**src/rtl/fc_weight_reader.sv**
```systemverilog
// Streams a snapshot of the fc layer's packed weight bits out as bytes, LSB first (optional XOR byte under FC_WEIGHT_DUMP_CHECKSUM_EN).
// Latency: byte 0 is valid the cycle after dump_start; one byte per cycle while byte_ready is high.
// Backpressure: byte_out and byte_valid hold until byte_ready is high.
module fc_weight_reader #(
    parameter int N = 27,
    localparam int NUM_LAYERS = (N <= 1)    ? 0 :
                                (N <= 3)    ? 1 :
                                (N <= 9)    ? 2 :
                                (N <= 27)   ? 3 :
                                (N <= 81)   ? 4 :
                                (N <= 243)  ? 5 :
                                (N <= 729)  ? 6 :
                                (N <= 2187) ? 7 : 8,
    localparam int UNITS     = N / 3,
    localparam int BITS      = NUM_LAYERS * UNITS,
    localparam int NUM_BYTES = (BITS + 7) / 8,
    localparam int IDX_W     = $clog2(NUM_BYTES + 1)
) (
    input  logic                                  clk_in,
    input  logic                                  rst_in,
    input  logic                                  dump_start,
    input  logic [NUM_LAYERS-1:0][UNITS-1:0]      control_in,
    output logic [7:0]                            byte_out,
    output logic                                  byte_valid,
    input  logic                                  byte_ready,
    output logic                                  busy,
    output logic                                  dump_done
);

    typedef enum logic [1:0] {
        ST_IDLE = 2'd0,
        ST_SEND = 2'd1,
`ifdef FC_WEIGHT_DUMP_CHECKSUM_EN
        ST_CSUM = 2'd2,
`endif
        ST_DONE = 2'd3
    } state_t;

    state_t                 state_q, state_d;
    logic [BITS-1:0]        snap_q, snap_d;
    logic [IDX_W-1:0]       idx_q, idx_d;
`ifdef FC_WEIGHT_DUMP_CHECKSUM_EN
    logic [7:0]             acc_q, acc_d;
`endif

    logic [8*NUM_BYTES-1:0] snap_pad;
    logic [7:0]             payload_byte;
    logic                   accept;
    logic                   last_payload;

    // Bits beyond BITS in the final byte read back as zero.
    assign snap_pad     = (8*NUM_BYTES)'(snap_q);
    assign accept       = byte_valid && byte_ready;
    assign last_payload = (idx_q == IDX_W'(NUM_BYTES - 1));

    always_comb begin
        payload_byte = 8'h00;
        for (int b = 0; b < NUM_BYTES; b++) begin
            if (idx_q == IDX_W'(b)) begin
                payload_byte = snap_pad[8*b +: 8];
            end
        end
    end

    always_ff @(posedge clk_in or negedge rst_in) begin
        if (!rst_in) begin
            state_q <= ST_IDLE;
            snap_q  <= '0;
            idx_q   <= '0;
`ifdef FC_WEIGHT_DUMP_CHECKSUM_EN
            acc_q   <= 8'h00;
`endif
        end else begin
            state_q <= state_d;
            snap_q  <= snap_d;
            idx_q   <= idx_d;
`ifdef FC_WEIGHT_DUMP_CHECKSUM_EN
            acc_q   <= acc_d;
`endif
        end
    end

    always_comb begin
        state_d = state_q;
        snap_d  = snap_q;
        idx_d   = idx_q;
`ifdef FC_WEIGHT_DUMP_CHECKSUM_EN
        acc_d   = acc_q;
`endif
        case (state_q)
            ST_IDLE: begin
                if (dump_start) begin
                    // The packed layer/unit array flattens to snap[l*UNITS+u].
                    snap_d  = control_in;
                    idx_d   = '0;
`ifdef FC_WEIGHT_DUMP_CHECKSUM_EN
                    acc_d   = 8'h00;
`endif
                    state_d = ST_SEND;
                end
            end
            ST_SEND: begin
                if (accept) begin
`ifdef FC_WEIGHT_DUMP_CHECKSUM_EN
                    acc_d = acc_q ^ payload_byte;
`endif
                    idx_d = idx_q + IDX_W'(1);
                    if (last_payload) begin
`ifdef FC_WEIGHT_DUMP_CHECKSUM_EN
                        state_d = ST_CSUM;
`else
                        state_d = ST_DONE;
`endif
                    end
                end
            end
`ifdef FC_WEIGHT_DUMP_CHECKSUM_EN
            ST_CSUM: begin
                if (accept) begin
                    state_d = ST_DONE;
                end
            end
`endif
            ST_DONE: begin
                state_d = ST_IDLE;
            end
            default: begin
                state_d = ST_IDLE;
            end
        endcase
    end

    always_comb begin
        byte_out   = 8'h00;
        byte_valid = 1'b0;
        busy       = 1'b0;
        dump_done  = 1'b0;
        case (state_q)
            ST_SEND: begin
                byte_out   = payload_byte;
                byte_valid = 1'b1;
                busy       = 1'b1;
            end
`ifdef FC_WEIGHT_DUMP_CHECKSUM_EN
            ST_CSUM: begin
                byte_out   = acc_q;
                byte_valid = 1'b1;
                busy       = 1'b1;
            end
`endif
            ST_DONE: begin
                dump_done = 1'b1;
            end
            default: begin
                byte_out = 8'h00;
            end
        endcase
    end

endmodule

```
**config.mk**
```make
export PLATFORM = sky130hd
export DESIGN_NAME = fc_weight_reader
export DESIGN_NICKNAME = d
export VERILOG_FILES = /design/src/rtl/fc_weight_reader.sv
export SDC_FILE = /design/constraint.sdc
export NUM_CORES = 1
export LEC_CHECK = 0
export CORE_MARGIN = 2
export CORE_UTILIZATION = 44
export CTS_CLUSTER_DIAMETER = 30
export DETAILED_ROUTE_END_ITERATION = 8
export HOLD_SLACK_MARGIN = 0.15
export PLACE_DENSITY = 0.73
export SYNTH_ARGS = -nofsm -noshare
export SYNTH_HDL_FRONTEND = slang
export SYNTH_SLANG_ARGS = --single-unit
```
**constraint.sdc**
```tcl
create_clock -name clk_in -period 1.7 [get_ports clk_in]
set_clock_uncertainty 0.05 [all_clocks]
set_input_delay 0.255 -clock clk_in [delete_from_list [all_inputs] [get_ports clk_in]]
set_output_delay 0.255 -clock clk_in [all_outputs]
set_load 0.02 [all_outputs]
```
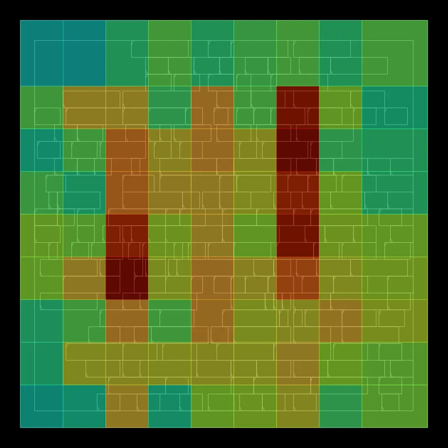
**Above:** run 1 (routing congestion).
average routed wire per standard cell: 16.1 um
met1 routing resource usage after global routing: 0.253
met2 demand-to-capacity share in global routing: 0.340
GRT met3 Usage: 0.0443
final standard cell utilization of the core: 0.726

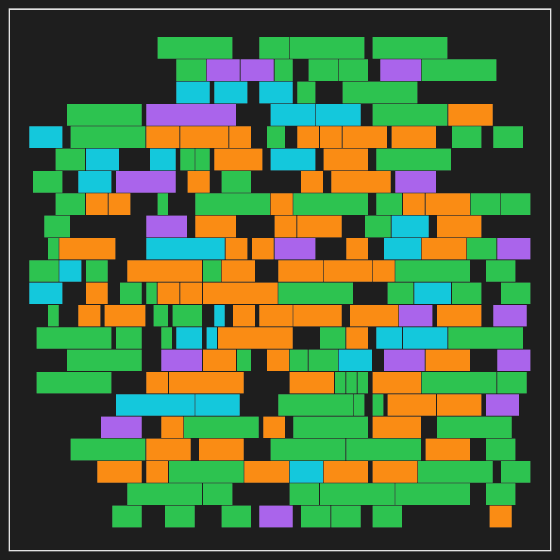
**Above:** run 1 (drive-strength map).
colour	size	cells	share
cyan	_2 cells	25	13%
orange	_3 and _4 cells	66	34%
green	_0 and _1 cells	88	45%
purple	_6 and larger	17	8.7%
layout overhead on the synthesized area: 58.1%
final cell area excluding filler cells: 2660 um2
Non-clk bufs: 68
worst-case setup margin in the final layout: -0.501 ns

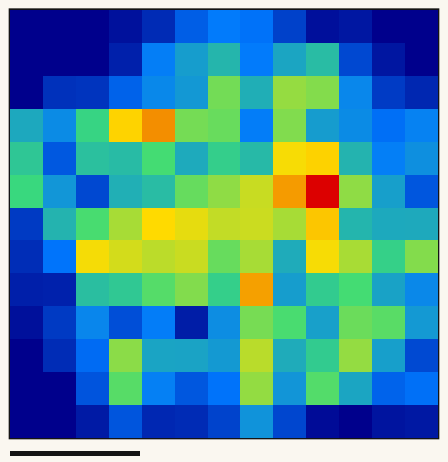
**Above:** run 1 (signal metal coverage by tile).
Scale bar: 20 um. 13 x 13 tiles, from dark blue (low) to red (high), scaled to the fullest tile. Values are wire area over tile area, all layers added.
fullest tile	0.41
densest ninth of the die	centre
nearly empty tiles	9.5%
mean over tiles	0.14
Routed WL: 3940 um
via count: 1236
global-route total usage across every layer: 0.201

==> impl_metrics.toml, run 1 <==
# physical design summary
[floorplanning]
floorplanUtilization = 0.459
floorplan.die.width_um = 65.8
design.portCount = 42
std_cell_rows = 22
die_area_um2 = 4330
fp.coreArea_um2 = 3660

[logic_synthesis]
yosys.area.top_type_share = 0.476
ff_type = "sky130_fd_sc_hd__dfrtp_1"
async_reset_ff_frac = 1.00
post_synth.cell_area_avg_um2 = 13.3
synthDominantAreaCellType = "sky130_fd_sc_hd__dfrtp_1"
yosys.stat.chipArea_um2 = 1680
yosys.stat.seqShare = 0.476
synth.area.top_cells = "sky130_fd_sc_hd__dfrtp_1, sky130_fd_sc_hd__mux2_4, sky130_fd_sc_hd__mux2_2"
synthCells = 126
yosys.cell_types.count = 30
syn_nets = 162
ys.flops = 32
synth-warning-count = 0
yosys_cells = 126
list_of_most_frequent_post_synthesis_cells = "sky130_fd_sc_hd__dfrtp_1, sky130_fd_sc_hd__mux2_4, sky130_fd_sc_hd__nor2_1"
synthesis.area_um2 = 1680
yosys.cell_count.top_type = "sky130_fd_sc_hd__dfrtp_1"

[final_timing]
rsz0062_at_grt = "true"
fmax_mhz = 454
tightest_slew_ns = 0.408
timing.slew.headroom = 0.728
hold_violations = 0
fin_ws_ns = -0.501
min_period_over_period = 1.29
setup_viol = 8
timing.final.max_slew_violations = 0
fin_crit_ns = 2.20

[place]
detailed_place.area_um2 = 2410

[routing]
wirelength_met1_um = 1710
drc_errors = 0
firstDrtPassIters = 4
met2_wirelength_um = 2010
metal3_wl_um = 179
routed_via_density = 5.07
detailedRoute.firstIterationViolations = 33

[clocking]
cts.htree.levels = 2
ctsHoldBuffers = 0
cts.repair.resized = 61
cts_sinks = 32
inserted_clock_buffers = 5
clock_tree.buffer_depth = 2
clk_latency_ns = 0.28
cts_clk_pin_slew_worst_paths_ns = 0.07
cts_setup_buffers = 1

[worst_setup_path]
critical_path.top_delay_family = "simple AND/OR/NAND/NOR gates"
slowest_delay_ns = 0.53
cp_cell_sequence = "ha_4, ha_4, or4_4, o21ai_4, buf_6"
timing.critical_path.required_ns = 1.39
start_kind = "flop"
timing.critical_path.to_type = "output pin"
critPathBufInv = 1
crit_path_max_fanout = 7
crit_slowest_cell = "sky130_fd_sc_hd__or4_4"
critPathMostFrequentCell = "sky130_fd_sc_hd__ha_4"
crit_arrival_ns = 1.90

[global_route]
grt_overflow = 0
wire_length_of_the_first_global_routing_pass_um = 6470
first_global_vias = 1336
number_of_antenna_violations_at_the_first_check_in_global_routing = 0
pin_count_of_the_biggest_net_entering_global_routing = 33
top_usage_layer = "met2"

[pwr]
static-leakage-power_nw = 1.16
sequential_cell_power_consumption_mw = 1.42
power.share.combinational = 0.602
power_report.internal_total_mw = 3.58
p_per_area_nw_per_um2 = 2100
p_seq_frac = 0.254
switching_share = 0.358
ir_worst_vdd_mv = 0.946
p_sw_mw = 2.00
powerComb_mw = 3.36
top_power_group = "combinational logic"

[finish]
nets = 231
filler_cell_count = 247
post_route_cells_drive_above_1_share = 0.551
final_layout_top_logic_cells = "sky130_fd_sc_hd__dfrtp_1, sky130_fd_sc_hd__clkdlybuf4s50_1, sky130_fd_sc_hd__buf_4"
seqCellArea_um2 = 803
n_antenna_cell = 0

[flow_run]
log.warning_count = 32
max_cap_viol_count = 0

[status]
violations = "negative setup slack"
outcome = "finished with violations"

[hold_path]
hold_path_class = "primary input to async pin"
[run 1: final timing paths]
| check | slack (ns) | cells past startpoint | from | end |
|---|---|---|---|---|
| max in group asynchronous | 0.96 | 2 | rst_in | idx_q[1]$_DFFE_PN0P_ |
| setup / recovery | -0.50 | 5 | idx_q[1]$_DFFE_PN0P_ | byte_out[2] |
| hold / removal | 0.32 | 2 | rst_in | snap_q[15]$_DFFE_PN0P_ |
| hold reg to reg | 0.46 | 1 | snap_q[1]$_DFFE_PN0P_ | snap_q[1]$_DFFE_PN0P_ |
| min in group clk_in | 0.46 | 1 | snap_q[1]$_DFFE_PN0P_ | snap_q[1]$_DFFE_PN0P_ |
| setup reg to reg | 0.12 | 4 | state_q[0]$_DFFE_PN0P_ | snap_q[23]$_DFFE_PN0P_ |
[run 1: registers in the layout, indices dropped and copies added (netlist names)]
| register | flops |
|---|---|
| idx_q | 3 |
| snap_q | 27 |
| state_q | 2 |
[run 1: area by class of cell]
cell class                 count  area share
multi-input combinational     84       0.383
sequential                    32       0.302
timing repair buffer          68       0.240
clock buffer                   7      0.0362
tap                           48      0.0226
clock inverter                 1      0.0113
inverter                       4     0.00565
[run 1: cells by family after synthesis]
kind of cell / share of synthesized area
buf+inv: 0.0469
simple gates: 0.148
flops: 0.476
mux: 0.225
compound gates: 0.0662
fa+ha+maj: 0.0372
[run 1: through the flow]
step | setup slack [ns] | instances | utilization | setup TNS [ns] | power [mW]
2_1_floorplan | -0.125 | 126 | - | -0.521 | 3.29
3_3_place_gp | -0.658 | 233 | 0.657 | -4.95 | 4.32
3_5_place_dp | -0.701 | 233 | 0.657 | -5.76 | 4.39
4_1_cts | -0.510 | 242 | 0.704 | -3.88 | 5.40
5_1_grt | -0.551 | 244 | 0.726 | -4.01 | 5.90
6_report | -0.501 | 244 | 0.726 | -3.47 | 5.58
==> inputs of run 2 (changes only) <==
SKIP_CTS_REPAIR_TIMING = 1   (was unset)
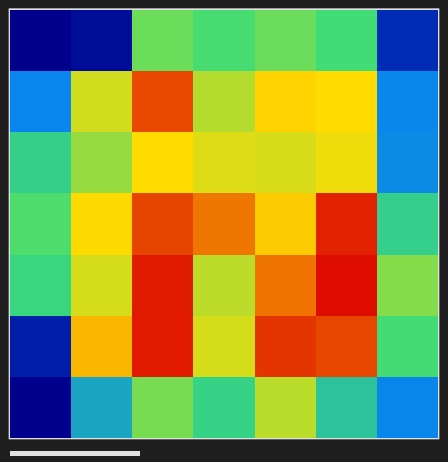
**Above:** run 2 (cell density map).
Scale bar: 20 um. 7 x 7 tiles, from dark blue (low) to red (high), 0 to 100% covered.
fullest tile	99%
mean over tiles	59%
nearly empty tiles	4.1%

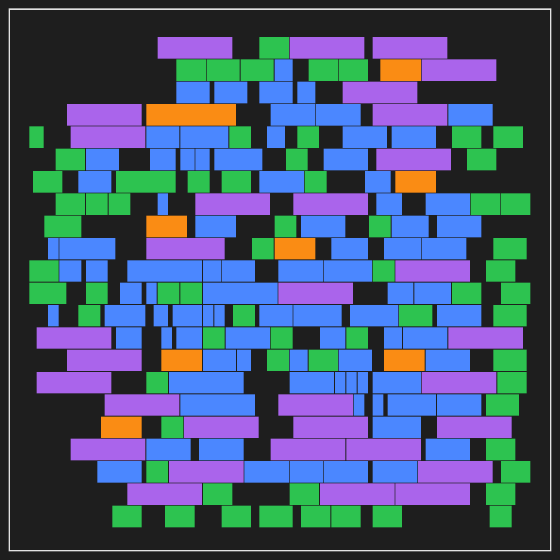
**Above:** run 2 (placement by cell class).
colour	class	cells	share of their area
purple	sequential cells	32	31%
blue	combinational and other logic	88	40%
orange	clock drivers and dummy loads	8	4.9%
green	remaining buffers and delay cells	66	24%
flip-flop and latch share of the layout cell area: 0.305
final standard cell utilization of the core: 0.719
placeable core region: 3660 um2
number of placement rows: 22

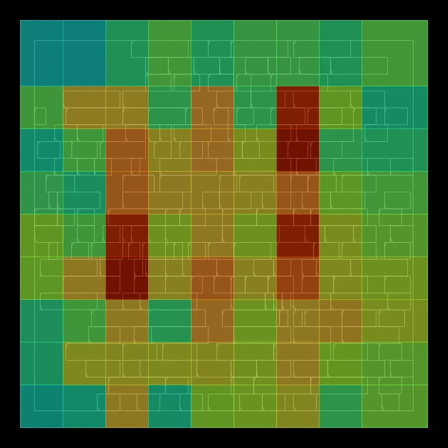
**Above:** run 2 (routing congestion).
met2 demand-to-capacity share in global routing: 0.336
average routed wire per standard cell: 16.1 um
global-route total usage across every layer: 0.200
global routing's busiest layer: met2

==> impl_metrics.toml, run 2 <==
# physical design summary
[status]
outcome = "finished with violations"
violations = "negative setup slack"

[pwr]
p_seq_frac = 0.257
powerComb_mw = 3.27
switching_share = 0.358
power_report.internal_total_mw = 3.53
top_power_group = "combinational logic"
p_per_area_nw_per_um2 = 2090
ir_worst_vdd_mv = 0.949
p_sw_mw = 1.96
total_power_mw = 5.49
sequential_cell_power_consumption_mw = 1.41
static-leakage-power_nw = 1.16

[clocking]
cts_clk_pin_slew_worst_paths_ns = 0.07
clk_latency_ns = 0.28
cts.htree.levels = 2
clock_tree.buffer_depth = 2
root_buffer = "sky130_fd_sc_hd__clkbuf_8"
cts_sinks = 32
inserted_clock_buffers = 5

[floorplanning]
floorplanUtilization = 0.459
floorplan.die.width_um = 65.8
design.portCount = 42
die_area_um2 = 4330

[routing]
top_layer_used = "met4"
metal3_wl_um = 177
num_vias = 1222
drc_errors = 0
met2_wirelength_um = 1880
detailedRoute.firstIterationViolations = 21
routed_wl_um = 3890
firstDrtPassIters = 4
routed_via_density = 5.05
wirelength_met1_um = 1740

[final_timing]
hold_violations = 0
timing.final.max_slew_violations = 0
fin_ws_ns = -0.522
timing.slew.headroom = 0.728
fmax_mhz = 450
min_period_over_period = 1.31
tightest_slew_ns = 0.408
rsz0062_at_grt = "true"
setup_viol = 8
timing.hold.ws_ns = 0.320
totalNegativeSetupSlack_ns = -3.86

[finish]
top_register = "snap_q"
largest_reg_flops = 27
syn2layout_area_growth_pct = 56.5
biggestRegsByFlops = "snap_q: 27 flops, idx_q: 3 flops, state_q: 2 flops"
final_cells = 242
postLayoutCellArea_um2 = 2630
final_layout_top_logic_cells = "sky130_fd_sc_hd__dfrtp_1, sky130_fd_sc_hd__clkdlybuf4s50_1, sky130_fd_sc_hd__buf_4"
nets = 229
n_antenna_cell = 0
post_route_cells_drive_above_1_share = 0.536

[global_route]
met1_usage = 0.253
pin_count_of_the_biggest_net_entering_global_routing = 33
first_global_vias = 1338
number_of_antenna_violations_at_the_first_check_in_global_routing = 0
grt_overflow = 0
wire_length_of_the_first_global_routing_pass_um = 6440

[logic_synthesis]
synthesis.area_um2 = 1680
async_reset_ff_frac = 1.00
yosys.cell_types.count = 30
synth.area.top_cells = "sky130_fd_sc_hd__dfrtp_1, sky130_fd_sc_hd__mux2_4, sky130_fd_sc_hd__mux2_2"
yosys.stat.seqShare = 0.476
yosys.stat.chipArea_um2 = 1680
ff_type = "sky130_fd_sc_hd__dfrtp_1"
list_of_most_frequent_post_synthesis_cells = "sky130_fd_sc_hd__dfrtp_1, sky130_fd_sc_hd__mux2_4, sky130_fd_sc_hd__nor2_1"
synthDominantAreaCellType = "sky130_fd_sc_hd__dfrtp_1"
synth-warning-count = 0
yosys_cells = 126
synthCells = 126
post_synth.cell_area_avg_um2 = 13.3

[worst_setup_path]
crit_arrival_ns = 1.92
start_kind = "flop"
timing.critical_path.to_type = "output pin"
crit_path_max_fanout = 7
timing.critical_path.required_ns = 1.39

[flow_run]
max_cap_viol_count = 0
log.warning_count = 31

[hold_path]
hold_path_class = "primary input to async pin"

[place]
detailedPlace.worstSlack_ns = -0.701
detailed_place.area_um2 = 2410
dpl.cell_count = 233
## run 2: cell counts after synthesis
No cell type changed its count.
## run 2: worst max-delay path, stage by stage (launching register included)
cell	delay (ns)
sky130_fd_sc_hd__dfrtp_2	0.46
sky130_fd_sc_hd__ha_4	0.18
sky130_fd_sc_hd__ha_4	0.18
sky130_fd_sc_hd__or4_4	0.53
sky130_fd_sc_hd__o21ai_4	0.15
sky130_fd_sc_hd__buf_6	0.13
## run 2: cells by family (layout without fill, tap and decap cells)
| group | Yosys count | count (layout) | synth area share |
|---|---|---|---|
| AND/OR/NAND/NOR | 37 | 37 | 0.148 |
| adder cells (fa/ha/maj) | 5 | 5 | 0.0372 |
| flip-flops | 32 | 32 | 0.476 |
| multiplexers | 27 | 27 | 0.225 |
| buffers and inverters | 10 | 78 | 0.0469 |
| AND-OR/OR-AND | 15 | 15 | 0.0662 |
## run 2: area by class of cell
class / instances / area, um2
fill: 255 / 1030
multi-input combinational: 84 / 1010
sequential: 32 / 802
timing repair buffer: 66 / 621
clock buffer: 7 / 96.3
tap: 48 / 60.1
clock inverter: 1 / 30.0
inverter: 4 / 15.0
## run 2: final timing paths
path                                   startpoint                      to  slack, ns  depth (start not counted)
max                          idx_q[1]$_DFFE_PN0P_             byte_out[2]      -0.52                          5
min                                        rst_in  snap_q[14]$_DFFE_PN0P_       0.32                          2
max reg2reg                state_q[0]$_DFFE_PN0P_  snap_q[23]$_DFFE_PN0P_       0.12                          4
min reg2reg                 snap_q[1]$_DFFE_PN0P_   snap_q[1]$_DFFE_PN0P_       0.46                          1
max in group asynchronous                  rst_in    idx_q[1]$_DFFE_PN0P_       0.96                          2
min in group clk_in         snap_q[1]$_DFFE_PN0P_   snap_q[1]$_DFFE_PN0P_       0.46                          1
Power is estimated from default activity; no workload was simulated.
